<file path="config.mk">
export PLATFORM = sky130hd
export DESIGN_NAME = frog_round_ctrl
export DESIGN_NICKNAME = d
export VERILOG_FILES = /design/src/rtl/frog_round_ctrl.sv
export SDC_FILE = /design/constraint.sdc
export NUM_CORES = 1
export LEC_CHECK = 0
export CELL_PAD_IN_SITES_DETAIL_PLACEMENT = 1
export CELL_PAD_IN_SITES_GLOBAL_PLACEMENT = 1
export CORE_ASPECT_RATIO = 1.5
export CORE_MARGIN = 2
export CORE_UTILIZATION = 30
export DETAILED_ROUTE_END_ITERATION = 12
export PLACE_DENSITY_LB_ADDON = 0.1
export REMOVE_ABC_BUFFERS = 1
export SLEW_MARGIN = 20
export SYNTH_ARGS = -nofsm -noshare
export SYNTH_HDL_FRONTEND = slang
export SYNTH_SLANG_ARGS = --single-unit
</file>
<file path="constraint.sdc">
create_clock -name clk -period 2 [get_ports clk]
set_input_delay 0.4 -clock clk [delete_from_list [all_inputs] [get_ports clk]]
set_output_delay 0.4 -clock clk [all_outputs]
set_load 0.05 [all_outputs]
</file>
<file path="src/rtl/frog_round_ctrl.sv">
// Round controller for the frog-crossing game: turns button edges into move
// pulses, detects wins and hits, tracks score and lives, and paces the pauses.
module frog_round_ctrl #(
    parameter int LIVES        = 3,
    parameter int PAUSE_CYCLES = 4,
    parameter int SCORE_MAX    = 9
) (
    input  logic       clk,
    input  logic       reset,
    input  logic       start,
    input  logic       key_up,
    input  logic       key_down,
    input  logic [2:0] row_number,
    input  logic       car_hit,
    output logic       U,
    output logic       D,
    output logic       winResult,
    output logic       loseResult,
    output logic [3:0] score,
    output logic [1:0] lives,
    output logic       playing,
    output logic       game_over
);

    typedef enum logic [2:0] {
        IDLE     = 3'd0,
        PLAY     = 3'd1,
        WIN      = 3'd2,
        LOSE     = 3'd3,
        GAMEOVER = 3'd4
    } state_t;

    localparam logic [1:0] LIVES_INIT = 2'(LIVES);
    localparam logic [2:0] PAUSE_LOAD = 3'(PAUSE_CYCLES - 1);
    localparam logic [3:0] SCORE_CAP  = 4'(SCORE_MAX);

    function automatic logic [3:0] sat_inc(input logic [3:0] v);
        if (v >= SCORE_CAP) begin
            sat_inc = SCORE_CAP;
        end else begin
            sat_inc = v + 4'd1;
        end
    endfunction

    state_t     state_r;
    state_t     state_s;
    logic [2:0] pause_r;
    logic [2:0] pause_s;
    logic       prev_up;
    logic       prev_down;
    logic       rise_up_s;
    logic       rise_down_s;
    logic       u_s;
    logic       d_s;
    logic       win_s;
    logic       lose_s;
    logic [3:0] score_s;
    logic [1:0] lives_s;

    assign rise_up_s   = key_up & ~prev_up;
    assign rise_down_s = key_down & ~prev_down;

    // State and registered outputs; reset overrides everything.
    always_ff @(posedge clk) begin
        if (reset) begin
            state_r    <= IDLE;
            pause_r    <= 3'd0;
            prev_up    <= 1'b0;
            prev_down  <= 1'b0;
            U          <= 1'b0;
            D          <= 1'b0;
            winResult  <= 1'b0;
            loseResult <= 1'b0;
            score      <= 4'd0;
            lives      <= LIVES_INIT;
            playing    <= 1'b0;
            game_over  <= 1'b0;
        end else begin
            state_r    <= state_s;
            pause_r    <= pause_s;
            prev_up    <= key_up;
            prev_down  <= key_down;
            U          <= u_s;
            D          <= d_s;
            winResult  <= win_s;
            loseResult <= lose_s;
            score      <= score_s;
            lives      <= lives_s;
            playing    <= (state_s == PLAY);
            game_over  <= (state_s == GAMEOVER);
        end
    end

    // Next-state selection; a hit outranks reaching the home row.
    always_comb begin
        state_s = state_r;
        case (state_r)
            IDLE, GAMEOVER: begin
                if (start) begin
                    state_s = PLAY;
                end else begin
                    state_s = state_r;
                end
            end
            PLAY: begin
                if (car_hit) begin
                    if (lives <= 2'd1) begin
                        state_s = GAMEOVER;
                    end else begin
                        state_s = LOSE;
                    end
                end else if (row_number == 3'd0) begin
                    state_s = WIN;
                end else begin
                    state_s = PLAY;
                end
            end
            WIN, LOSE: begin
                if (pause_r == 3'd0) begin
                    state_s = PLAY;
                end else begin
                    state_s = state_r;
                end
            end
            default: state_s = IDLE;
        endcase
    end

    // Next values of pulses, score, lives and the pause counter.
    always_comb begin
        u_s     = 1'b0;
        d_s     = 1'b0;
        win_s   = 1'b0;
        lose_s  = 1'b0;
        score_s = score;
        lives_s = lives;
        pause_s = pause_r;
        case (state_r)
            IDLE, GAMEOVER: begin
                if (start) begin
                    score_s = 4'd0;
                    lives_s = LIVES_INIT;
                end else begin
                    score_s = score;
                    lives_s = lives;
                end
            end
            PLAY: begin
                if (car_hit) begin
                    lose_s  = 1'b1;
                    lives_s = lives - 2'd1;
                    pause_s = PAUSE_LOAD;
                end else if (row_number == 3'd0) begin
                    win_s   = 1'b1;
                    score_s = sat_inc(score);
                    pause_s = PAUSE_LOAD;
                end else begin
                    u_s = rise_up_s & ~rise_down_s;
                    d_s = rise_down_s & ~rise_up_s;
                end
            end
            WIN, LOSE: begin
                if (pause_r != 3'd0) begin
                    pause_s = pause_r - 3'd1;
                end else begin
                    pause_s = 3'd0;
                end
            end
            default: pause_s = 3'd0;
        endcase
    end

endmodule

</file>
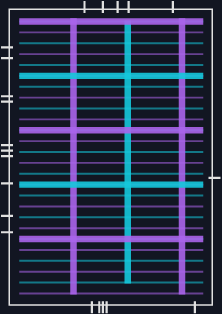
(run_1/floorplan.png)
(4 px per um) Pins as bars on the die edge.
[VDD] cyan
[VSS] purple
met1 rails: 26
met5 straps: 5
rows: 25
met4 straps: 3
signal pins: 21

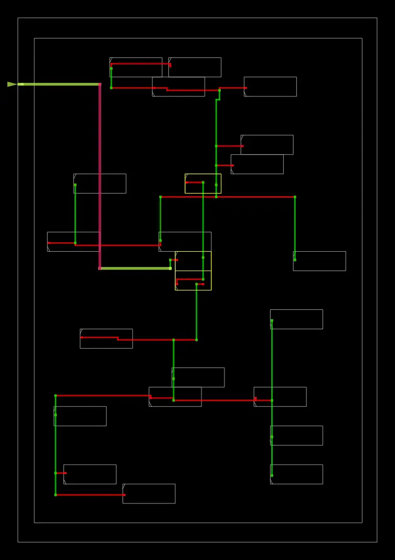
(run_1/clock_nets.png)
CLK BUF: 3
Flops: 20
clock-net power: 261 uW

==> impl_metrics.ini, run 1 <==
; synthesis and place-and-route metrics
[sta]
post-route-period-util = 0.960
worstMarginPinSlew_ns = 0.519
finClkSkew_ns = 0.000821
setup_viol = 0
max_freq_ghz = 0.521
maxSlewViolCount = 0
rsz0062_at_grt = false
hold_viol = 0
post-route-worst-setup-slack_ns = 0.0796
timing.hold.ws_ns = 0.493
post-route-min-period_ns = 1.92
tns_ns = 0
slew_headroom = 0.654

[layout]
final_layout_top_logic_cells = 20 x dfxtp_1, 19 x clkdlybuf4s50_1, 9 x inv_1
layout_top_cell = dfxtp_1
fillers = 388
drive_gt1_frac = 0.0985
layout_top_registers = score x4, pause_r x3, state_r x3
largest_reg_flops = 4
area_delta_synth_final_pct = 29.8
fin_nets = 149
largest_register = score
n_antenna_cell = 0
final-instance-count-excl-fill = 172

[detailed_routing]
drtAntennaViolNets = 0
drt-total-wl_mm = 2.34
wl_per_cell_um = 13.6
drtIter0Drc = 17
vias = 841
highest_layer = met4
met2_length_mm = 1.25
drc = 0
drt-met1-wl_um = 961
met3_length_um = 65

[yosys]
synth.most_common_cell = dfxtp_1
top_area_cell = dfxtp_1
synth.mux.area_fraction = 0.0116
synthTopCellsByCount = 20 x dfxtp_1, 9 x inv_1, 8 x nand2_1, 8 x nor2_1
ys_chip_area_um2 = 968
ys_warn_count = 0
yosys.area_share.simple = 0.288
ys_sh_adder = 0.0775
syn_area_per_cell_um2 = 8.80
ys_seq_frac = 0.413
ys.flop_type = dfxtp_1
compound_area_frac = 0.134
syn-cell-area_um2 = 968
yosysCellCount = 110
synth-xor-area-share = 0.00904
top_area_frac = 0.413
async_flop_share = 0
top_logic_kind = simple AND/OR/NAND/NOR gates
edf_count = 0
top_cells_by_area = dfxtp_1 41%, ha_1 7.8%, inv_1 3.5%, nand2b_1 3.2%, a21oi_1 3.1%
numSynthFlops = 20
synth.distinct_cells = 36
synthCells = 110

[setup_path]
cpPeakStageDelay_ns = 0.84
crit_slowest_cell = clkdlybuf4s50_1
crit_arrival_ns = 1.52
cp_num_buf_inv = 1
critPathLaunchType = flip-flop
critical_path_required_ns = 1.60
critPathTopFamily = buffers and inverters
crit_fanout = 6
crit_chain = clkdlybuf4s50_1
critPathKind = flip-flop to output port
r2r_start = state_r[1]
end_kind = output port
crit_path_start = score[2]

[pwr]
pwr-share-clk = 0.303
comb_power_share = 0.191
seq-power_uw = 437
max-vdd-ir-drop_mv = 0.321
top_power_group = sequential cells
p_int_uw = 624
powerDensity_mw_per_mm2 = 686
power.leakage_nw = 0.488
p_seq_frac = 0.506

[global_routing]
grtUsageMet3 = 0.0203
grtUsageMet1 = 0.156
grt_max_degree = 15
grt_pass1_vias = 837
top_usage_layer = met2
grtUsageMet2 = 0.246
grt_antenna_before_repair = 0
grt-ovfl-total = 0
grt_pass1_wl_mm = 3.87

[clock_tree]
clock_path_buffers = 2
cts_resized = 0
numCtsBuffers = 3
insertion_delay_ns = 0.25
cts_root_buf = clkbuf_8
htree_levels = 1
post-cts-setup-buffers = 0
cts_hold_buf = 0
clock_sinks = 20

[place]
dp_hpwl_mm = 1.84
place_inst = 169
place_area_mm2 = 0.00122
place_ws_ns = 0.0660
portBuffers = 20
gp_congestion = 0.905

[floorplanning]
rows = 25
ioPinCount = 21
coreArea_mm2 = 0.00313
die_x_um = 50.4
fp.dieH_um = 73.6
core_util_floorplan = 0.310

[job]
tool_warnings = 29
maxCapViolCount = 0

[min_path]
hp-start = prev_down
hold_class = flip-flop to flip-flop

[run_status]
status = complete, no violations
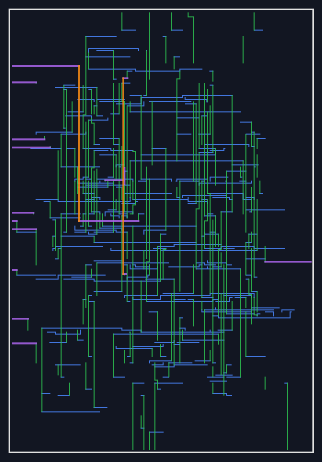
(run_1/layers.png)
(6 px per um)
[M2] green | wire length: 1250 um
[M3] purple | wire length: 66.0 um
[M1] blue | wire length: 961 um
[M4] orange | wire length: 58.5 um

## run 1: worst paths after layout
kind,endpoint,slack [ns],depth (start not counted)
worst max-delay path,score[2],0.08,1
worst min register to register,D,0.49,3
worst min-delay path,D,0.49,3
worst max register to register,score[2],0.33,3
## run 1: area by class of cell
class | count | area (um^2) | area share
inverter | 9 | 33.8 | 0.0269
timing repair buffer | 24 | 228 | 0.181
multi-input combinational | 76 | 504 | 0.401
tap | 40 | 50.0 | 0.0398
sequential | 20 | 400 | 0.318
clock buffer | 3 | 41.3 | 0.0328
## run 1: per-stage QoR
stage | util | power [mW]
after floorplan | - | 0.546
after global placement | 0.389 | 0.611
after detailed placement | 0.389 | 0.613
after CTS | 0.402 | 0.877
after global routing | 0.402 | 0.915
final | 0.402 | 0.863
==> run 2: changes to the inputs <==
--- a/config.mk
+++ b/config.mk
@@ -11,8 +11,10 @@
 export CORE_MARGIN = 2
 export CORE_UTILIZATION = 30
 export DETAILED_ROUTE_END_ITERATION = 12
+export GPL_TIMING_DRIVEN = 0
 export PLACE_DENSITY_LB_ADDON = 0.1
 export REMOVE_ABC_BUFFERS = 1
+export SKIP_LAST_GASP = 1
 export SLEW_MARGIN = 20
 export SYNTH_ARGS = -nofsm -noshare
 export SYNTH_HDL_FRONTEND = slang
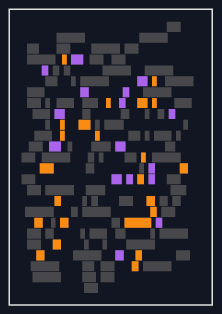
(run_2/gates.png)
(4 px per um)
[aoi and oai cells] purple | cells: 16 | most used: a21oi_1
[nor cells] orange | cells: 23 | most used: nor2_1

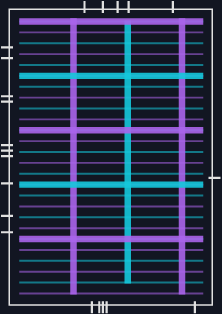
(run_2/floorplan.png)
(4 px per um) Pins as bars on the die edge.
[VSS] purple
[VDD] cyan
met5 straps: 5
signal pins: 21
met1 rails: 26
met4 straps: 3

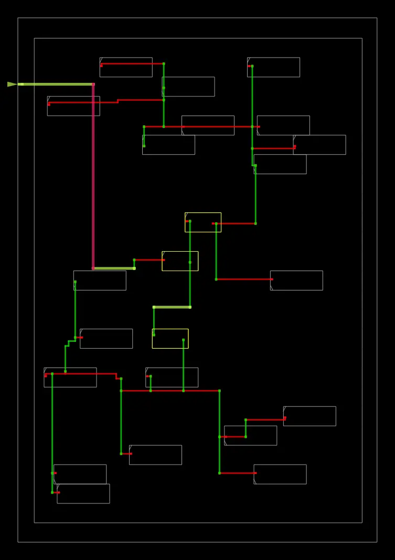
(run_2/clock_nets.png)
Num CTS Buffers: 3
clock-net power: 260 uW
clk ins delay skew pair: 0.25 ns
Max Clock Skew: 0.000793 ns

==> impl_metrics.ini, run 2 <==
; synthesis and place-and-route metrics
[detailed_routing]
drc = 0
drtIter0Drc = 9
drt-total-wl_mm = 2.28
highest_layer = met4
met3_length_um = 54
vias = 830

[clock_tree]
clock_path_buffers = 2
htree_levels = 1
clock_sinks = 20
cts_root_buf = clkbuf_8

[layout]
area_share_nonclk_buffers = 0.163
sh_seq_area = 0.324
largest_reg_flops = 4
fillers = 387
layout_top_cell = dfxtp_1
layout_top_registers = score x4, pause_r x3, state_r x3
combGateArea_um2 = 509
largest_register = score
seqCellArea_um2 = 400
clock_buffers = 3
final_util = 0.395
nNonClkBuffers = 20
clkCellAreaFrac = 0.0334
ff_count = 20

[yosys]
synth.most_common_cell = dfxtp_1
numSynthFlops = 20
ys_warn_count = 0
synth.distinct_cells = 36
yosysCellCount = 110
syn-cell-area_um2 = 968
ys_chip_area_um2 = 968
syn_area_per_cell_um2 = 8.80
ys.flop_type = dfxtp_1

[floorplanning]
core_util_floorplan = 0.310
tap_cells = 40
ioPinCount = 21
die_x_um = 50.4
fp.dieH_um = 73.6
rows = 25

[pwr]
p_seq_frac = 0.508
power.leakage_nw = 0.488
comb_power_share = 0.190
seq-power_uw = 436
top_power_group = sequential cells
p_int_uw = 621

[sta]
maxSlewViolCount = 0
rsz0062_at_grt = false
max_freq_ghz = 0.527
worstMarginPinSlew_ns = 0.600
post-route-min-period_ns = 1.90
post-route-period-util = 0.949
slew_headroom = 0.600
hold_viol = 0
post-route-worst-setup-slack_ns = 0.101

[setup_path]
r2r_slack_ns = 0.31
critPathKind = flip-flop to output port
crit_fanout = 6
crit_path_start = score[2]
r2r_end = score[2]
r2r_start = state_r[1]
crit_slowest_cell = clkdlybuf4s50_1
crit_arrival_ns = 1.50
cp_num_buf_inv = 1
critPathTopFamily = buffers and inverters

[min_path]
hold_path_depth = 3
hold_class = flip-flop to flip-flop
holdPathEnd = D

[run_status]
status = complete, no violations

[global_routing]
grtUsageMet1 = 0.149
grt_pass1_vias = 870
grtUsageMet3 = 0.0203
grt-ovfl-total = 0
grt_pass1_wl_mm = 3.93
top_usage_layer = met2
grt_antenna_before_repair = 0

[place]
gp_congestion = 0.757
dp_hpwl_mm = 1.76
place_inst = 165
## run 2: cell counts after synthesis
No cell type changed its count.
## run 2: cell families after synthesis
group	count (synthesis)	share of synthesized area
AOI/OAI and AO/OA	19	0.134
xor gates and xnor gates	1	0.00905
adders and majority gates	6	0.0775
buffers and inverters	14	0.0659
DFF	20	0.413
muxes	1	0.0116
and+or+nand+nor	49	0.288
## run 2: timing repair
action	4_1_cts	5_1_grt
resized	1	2
endpoints found under the setup margin	2	2
endpoints found under the hold margin	0	0
## run 2: how the worst max path moves through the flow
stage / slack, ns / cells after the start / end
2_1_floorplan: 0.29 / 6 / score[1]
3_3_place_gp: -0.39 / 4 / score[2]
3_5_place_dp: -0.40 / 5 / score[2]
4_1_cts: 0.02 / 1 / score[0]
5_1_grt: 0.05 / 1 / score[2]
6_report: 0.10 / 1 / score[2]
==> run 3: changes to the inputs <==
--- a/config.mk
+++ b/config.mk
@@ -8,7 +8,6 @@
 export CELL_PAD_IN_SITES_DETAIL_PLACEMENT = 1
 export CELL_PAD_IN_SITES_GLOBAL_PLACEMENT = 1
 export CORE_ASPECT_RATIO = 1.5
-export CORE_MARGIN = 2
 export CORE_UTILIZATION = 30
 export DETAILED_ROUTE_END_ITERATION = 12
 export GPL_TIMING_DRIVEN = 0
==> constraint.sdc (replaced) <==
create_clock -name clk -period 2.3 [get_ports clk]
set_input_delay 0.46 -clock clk [delete_from_list [all_inputs] [get_ports clk]]
set_output_delay 0.46 -clock clk [all_outputs]
set_load 0.05 [all_outputs]
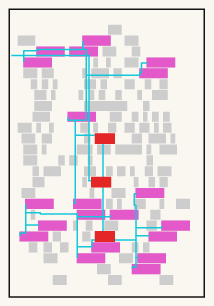
(run_3/clock_wires.png)
(4 px per um)
[clock wires] cyan | length: 268 um
[flip-flops] magenta | count: 20
[clock-net drivers] red | count: 3
flops lie: spread over the die

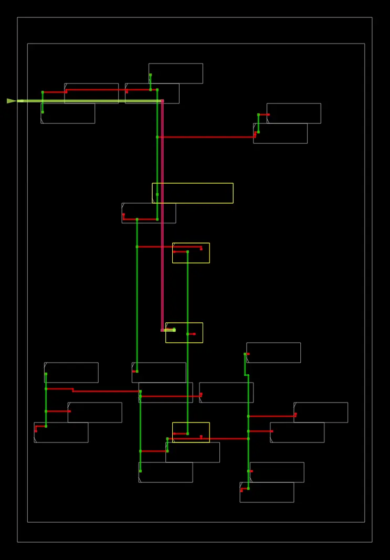
(run_3/clock_nets.png)
clock-net power: 349 uW
clock sink count: 20
Max Clock Skew: 0.00137 ns

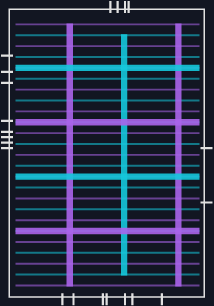
(run_3/floorplan.png)
(4 px per um) Pins as bars on the die edge.
[VDD] cyan
[VSS] purple
signal pins: 21
met5 straps: 4
met1 rails: 25
rows: 24
met4 straps: 3

==> impl_metrics.ini, run 3 <==
; synthesis and place-and-route metrics
[run_status]
status = complete, no violations

[floorplanning]
ioPinCount = 21
fp.dieH_um = 71.6
tap_cells = 39
rows = 24
core_util_floorplan = 0.323
die_x_um = 48.4

[sta]
post-route-period-util = 0.882
slew_headroom = 0.616
rsz0062_at_grt = false
setup_viol = 0
post-route-min-period_ns = 2.03
hold_viol = 0
max_freq_ghz = 0.493
worstMarginPinSlew_ns = 0.575

[detailed_routing]
drt-met1-wl_um = 912
highest_layer = met4
wl_per_cell_um = 13.7
drc = 0
drt-total-wl_mm = 2.30
drtAntennaViolNets = 0
vias = 827
met2_length_mm = 1.30
drtIter0Drc = 4

[pwr]
comb_power_share = 0.162
p_int_uw = 655
power_uw = 867
pwr-share-clk = 0.402
power.leakage_nw = 0.491
max-vdd-ir-drop_mv = 0.400
powerDensity_mw_per_mm2 = 687

[global_routing]
grt_antenna_before_repair = 0
top_usage_layer = met2
grt_max_degree = 16
grtUsageMet3 = 0.0127
grtUsageMet1 = 0.146
grtUsageMet2 = 0.297
grt-ovfl-total = 0

[setup_path]
crit_arrival_ns = 1.57
end_kind = output port
crit_fanout = 7
r2r_start = state_r[1]
critical_path_required_ns = 1.84
critPathKind = flip-flop to output port
r2r_slack_ns = 0.64
crit_path_start = score[0]
critPathTopFamily = buffers and inverters
critPathLaunchType = flip-flop
crit_slowest_cell = clkdlybuf4s50_1
cpPeakStageDelay_ns = 0.85
cp_num_buf_inv = 1
r2r_end = score[2]
endpoint = score[0]

[yosys]
syn-cell-area_um2 = 968
async_flop_share = 0
top_area_frac = 0.413
ys.flop_type = dfxtp_1
synth.distinct_cells = 36
yosysCellCount = 110
synthTopCellsByCount = 20 x dfxtp_1, 9 x inv_1, 8 x nand2_1, 8 x nor2_1
synthCells = 110
synth-xor-area-share = 0.00904
top_logic_kind = simple AND/OR/NAND/NOR gates
edf_count = 0
numSynthFlops = 20
top_area_cell = dfxtp_1
compound_area_frac = 0.134
synth.mux.area_fraction = 0.0116
ys_warn_count = 0
syn_area_per_cell_um2 = 8.80
ys_chip_area_um2 = 968

[layout]
clkCellAreaFrac = 0.0565
ff_count = 20
fillers = 365
multi_input_comb_cells = 76
drive_gt1_frac = 0.0698
layout_top_registers = score x4, pause_r x3, state_r x3
largest_reg_flops = 4
nNonClkBuffers = 20
combGateArea_um2 = 504
inverters = 9
fin_nets = 145
final-instance-count-excl-fill = 168
area_delta_synth_final_pct = 30.2
clock_buffers = 3
n_antenna_cell = 0
seqCellArea_um2 = 400
sh_seq_area = 0.317

[min_path]
hold_path_depth = 3
hp-start = prev_down
hold_class = flip-flop to flip-flop

[place]
place_inst = 164
dp_hpwl_mm = 1.75
portBuffers = 20
gp_congestion = 0.768

[job]
maxCapViolCount = 0
tool_warnings = 29

[clock_tree]
cts_hold_buf = 0
clock_path_buffers = 2
post-cts-setup-buffers = 0
insertion_delay_ns = 0.25
cts_root_buf = clkbuf_8
numCtsBuffers = 3
cts_resized = 0
## run 3: power groups by stage
stage,registers (mW),clock network (mW),logic (mW)
6_report,0.378,0.349,0.140
5_1_grt,0.381,0.364,0.154
4_1_cts,0.378,0.361,0.142
3_5_place_dp,0.387,0,0.141
3_3_place_gp,0.386,0,0.141
2_1_floorplan,0.405,0,0.0692
## run 3: metrics by stage
stage / TNS (ns) / hold WS [ns] / setup WS (ns) / util / instance area (um^2)
6_report: 0 / 0.488 / 0.270 / 0.420 / 1260
5_1_grt: 0 / 0.536 / 0.140 / 0.420 / 1260
4_1_cts: 0 / 0.495 / 0.135 / 0.419 / 1260
3_5_place_dp: -0.137 / 0.483 / -0.137 / 0.395 / 1190
3_3_place_gp: -0.125 / 0.466 / -0.125 / 0.395 / 1190
2_1_floorplan: 0 / 0.454 / 0.593 / - / 938
Power figures rest on the tool's default switching activity, not on a simulated workload.
